**Metal 1**

Scale bar: 20 µm. Supply wires on this layer in grey.
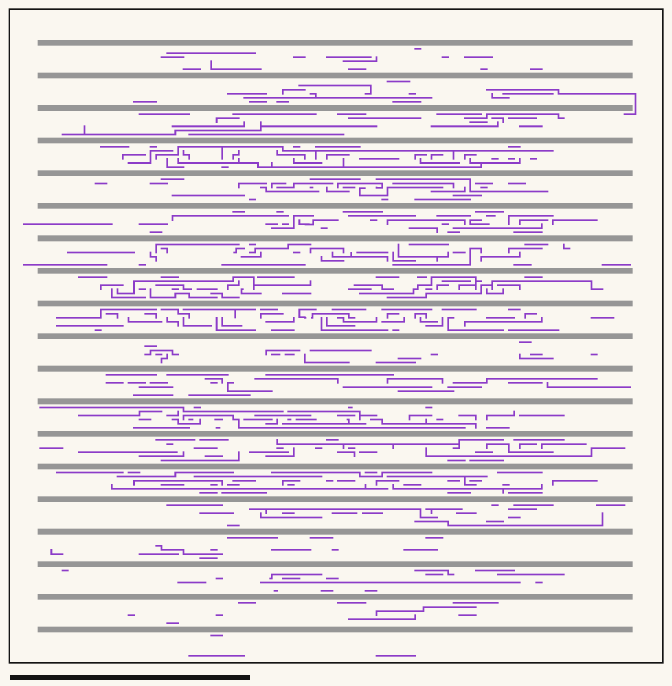
**M2 wires**

Cells faint in the background.
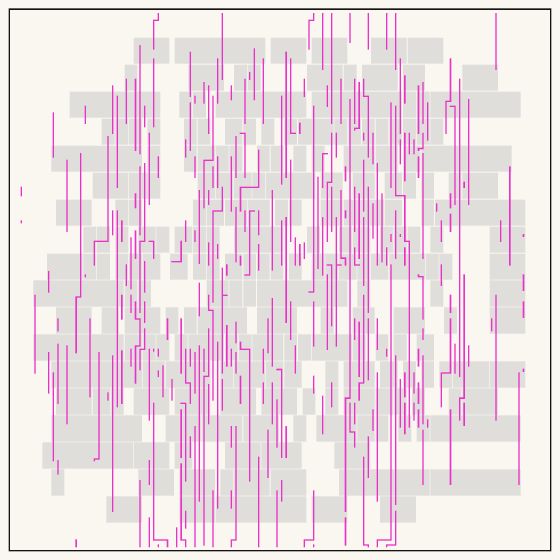
**The metal 3 layer**

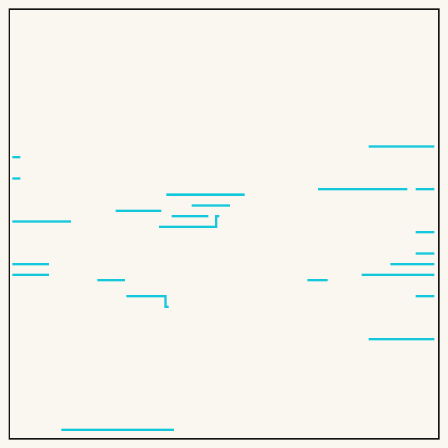
**Routing congestion map**

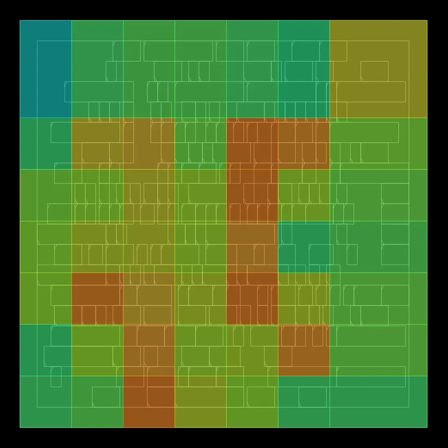
**Cell classes on the final placement**

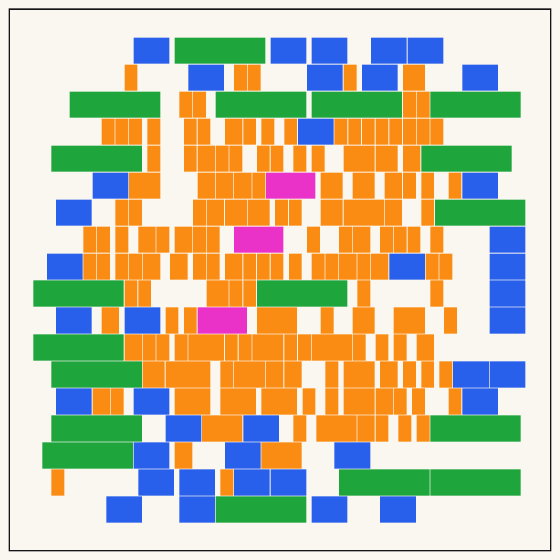
==> config.mk <==
export PLATFORM = sky130hd
export DESIGN_NAME = pc_fetch16
export DESIGN_NICKNAME = d
export VERILOG_FILES = /design/src/rtl/pc_fetch16.sv
export SDC_FILE = /design/constraint.sdc
export NUM_CORES = 1
export LEC_CHECK = 0
export ABC_AREA = 1
export CAP_MARGIN = 30
export CORE_MARGIN = 2
export CORE_UTILIZATION = 50
export CTS_BUF_LIST = sky130_fd_sc_hd__clkbuf_8 sky130_fd_sc_hd__clkbuf_16
export CTS_CLUSTER_DIAMETER = 150
export DETAILED_ROUTE_END_ITERATION = 8
export PLACE_DENSITY = 0.81
export SLEW_MARGIN = 25
export SYNTH_ARGS = -nofsm -noshare
export SYNTH_HDL_FRONTEND = slang
export SYNTH_SLANG_ARGS = --single-unit
==> constraint.sdc <==
create_clock -name clk -period 3.37 [get_ports clk]
set_input_delay 0.5055 -clock clk [delete_from_list [all_inputs] [get_ports clk]]
set_output_delay 0.5055 -clock clk [all_outputs]
set_load 0.01 [all_outputs]
==> flow_summary.json <==
{
  "placedCellCount": 249,
  "gr-total-overflow": 0,
  "rrSetupSlack_ps": 1960,
  "grt_pass1_vias": 1107,
  "edf_count": 0,
  "fmax_ghz": 0.554,
  "setup_viol": 0,
  "fin_nets": 247,
  "fill_cells": 200,
  "flop_cell": "dfrtp_1",
  "crit_type": "flop to primary output",
  "endpoint_kind": "primary output",
  "avgSynthCellArea_um2": 6.87,
  "worst_slew_pin_slew_ps": 849,
  "post-cts-setup-buffers": 0,
  "dieHeight_um": 54.4,
  "port_buffers": 39,
  "yosys_warnings": 0,
  "cp.arrival_ps": 1300,
  "antenna_found_initial": 0,
  "p_leak_nw": 0.801,
  "status": "complete, no violations",
  "diodes": 0,
  "topCellsByArea": "dfrtp_1 (35%), nand2_1 (17%), nor2_1 (8.9%), nand3_1 (5.5%), o21ai_1 (5.1%)",
  "hp-class": "flop to flop",
  "ys_seq_share_pct": 35.4,
  "cpPeakStageDelay_ps": 580,
  "crit_family": "buffers and inverters",
  "syn2layout_area_growth_pct": 33.8,
  "io_pins": 40,
  "ys_cells": 185,
  "synth.most_common_cell": "nand2_1",
  "synthCells": 185,
  "rsz0062_at_grt": "false",
  "drc": 0,
  "finalHoldViolCount": 0,
  "cts_tree": "done"
}
About 'metal 1':
The layer holds 46% of the routed length. The wires run mostly horizontal.
M1 GR Usage: 29.8%
vias post-DR: 1250

About 'M2 wires':
187 nets have wire on it. The layer carries 1470 µm of wire. The wires run mostly vertical.
met2 Usage GRT: 38.0%
WL final: 3020 µm

About 'the metal 3 layer':
21 nets have wire on it. The wires run mostly horizontal. The longest straight run is 14.0 µm. The layer carries 126 µm of wire.
M3 GR Usage: 3.55%

About 'routing congestion map':
Global Route Usage Sum: 22.7%
Core Util, Final: 69.9%
WL per Instance: 12.0 µm
layer with the highest usage: met2

About 'cell classes on the final placement':
Key: green = registers [cells 18]; magenta = clock-net drivers [cells 3]; orange = remaining logic cells [cells 162]; blue = remaining buffers and delay cells [cells 39]
core area: 0.00243 mm²
design area: 0.00170 mm²
# rows: 18
flop share of the area: 26.5%

## layout by cell type (no fill, tap or decap), drive strengths merged
master | synthesis | routed
clkbuf | 0 | 3
nand2 | 59 | 59
nand4 | 3 | 3
nand3 | 16 | 16
o22ai | 1 | 1
ha | 1 | 1
conb | 1 | 1
dfrtp | 18 | 18
xor2 | 7 | 7
inv | 20 | 20
clkdlybuf4s50 | 0 | 39
mux2i | 2 | 2
o21ai | 13 | 13
nor2 | 39 | 39
## through the flow
| step | area [µm²] | hold WS [ps] | worst slack (ps) |
|---|---|---|---|
| after CTS | 1700 | 539 | 1560 |
| final | 1700 | 538 | 1560 |
| after detailed placement | 1660 | 519 | 1390 |
| after floorplan | 1270 | 210 | 2060 |
| after global placement | 1660 | 510 | 1450 |
| after global routing | 1700 | 591 | 1510 |
## tightest hold or removal path: stages, from the launching register on
cell     delay (ps)
dfrtp_1         380
nand2_1          60
nand2_1          60
## area by class of cell
class	count	area share, %
tap	30	2.21
clock buffer	3	2.43
inverter	20	4.42
sequential	18	26.5
timing repair buffer	39	23.0
multi-input combinational	142	41.5
## where the power goes
group | switching (W) | internal [W]
logic | 0.0000718 | 0.0000805
clock network | 0.0000697 | 0.0000793
registers | 0.0000285 | 0.000235
## routing by layer
layer,vias to the layer above,share of wire [%]
met1,570,46
li1,646,-
met4,0,0.89
met2,32,49
met3,2,4.1
met5,-,0
## cell families (layout without fill, tap and decap cells)
family,count (synthesis),after routing,synth area share [%]
multiplexers,2,2,1.57
AND/OR/NAND/NOR,117,117,42.2
buffers and inverters,25,62,9.06
adder cells (fa/ha/maj),1,1,0.984
flip-flops,18,18,35.4
AND-OR/OR-AND,14,14,5.61
XOR/XNOR,7,7,4.82
other,1,1,0.295
Power and IR drop assume default switching activity.
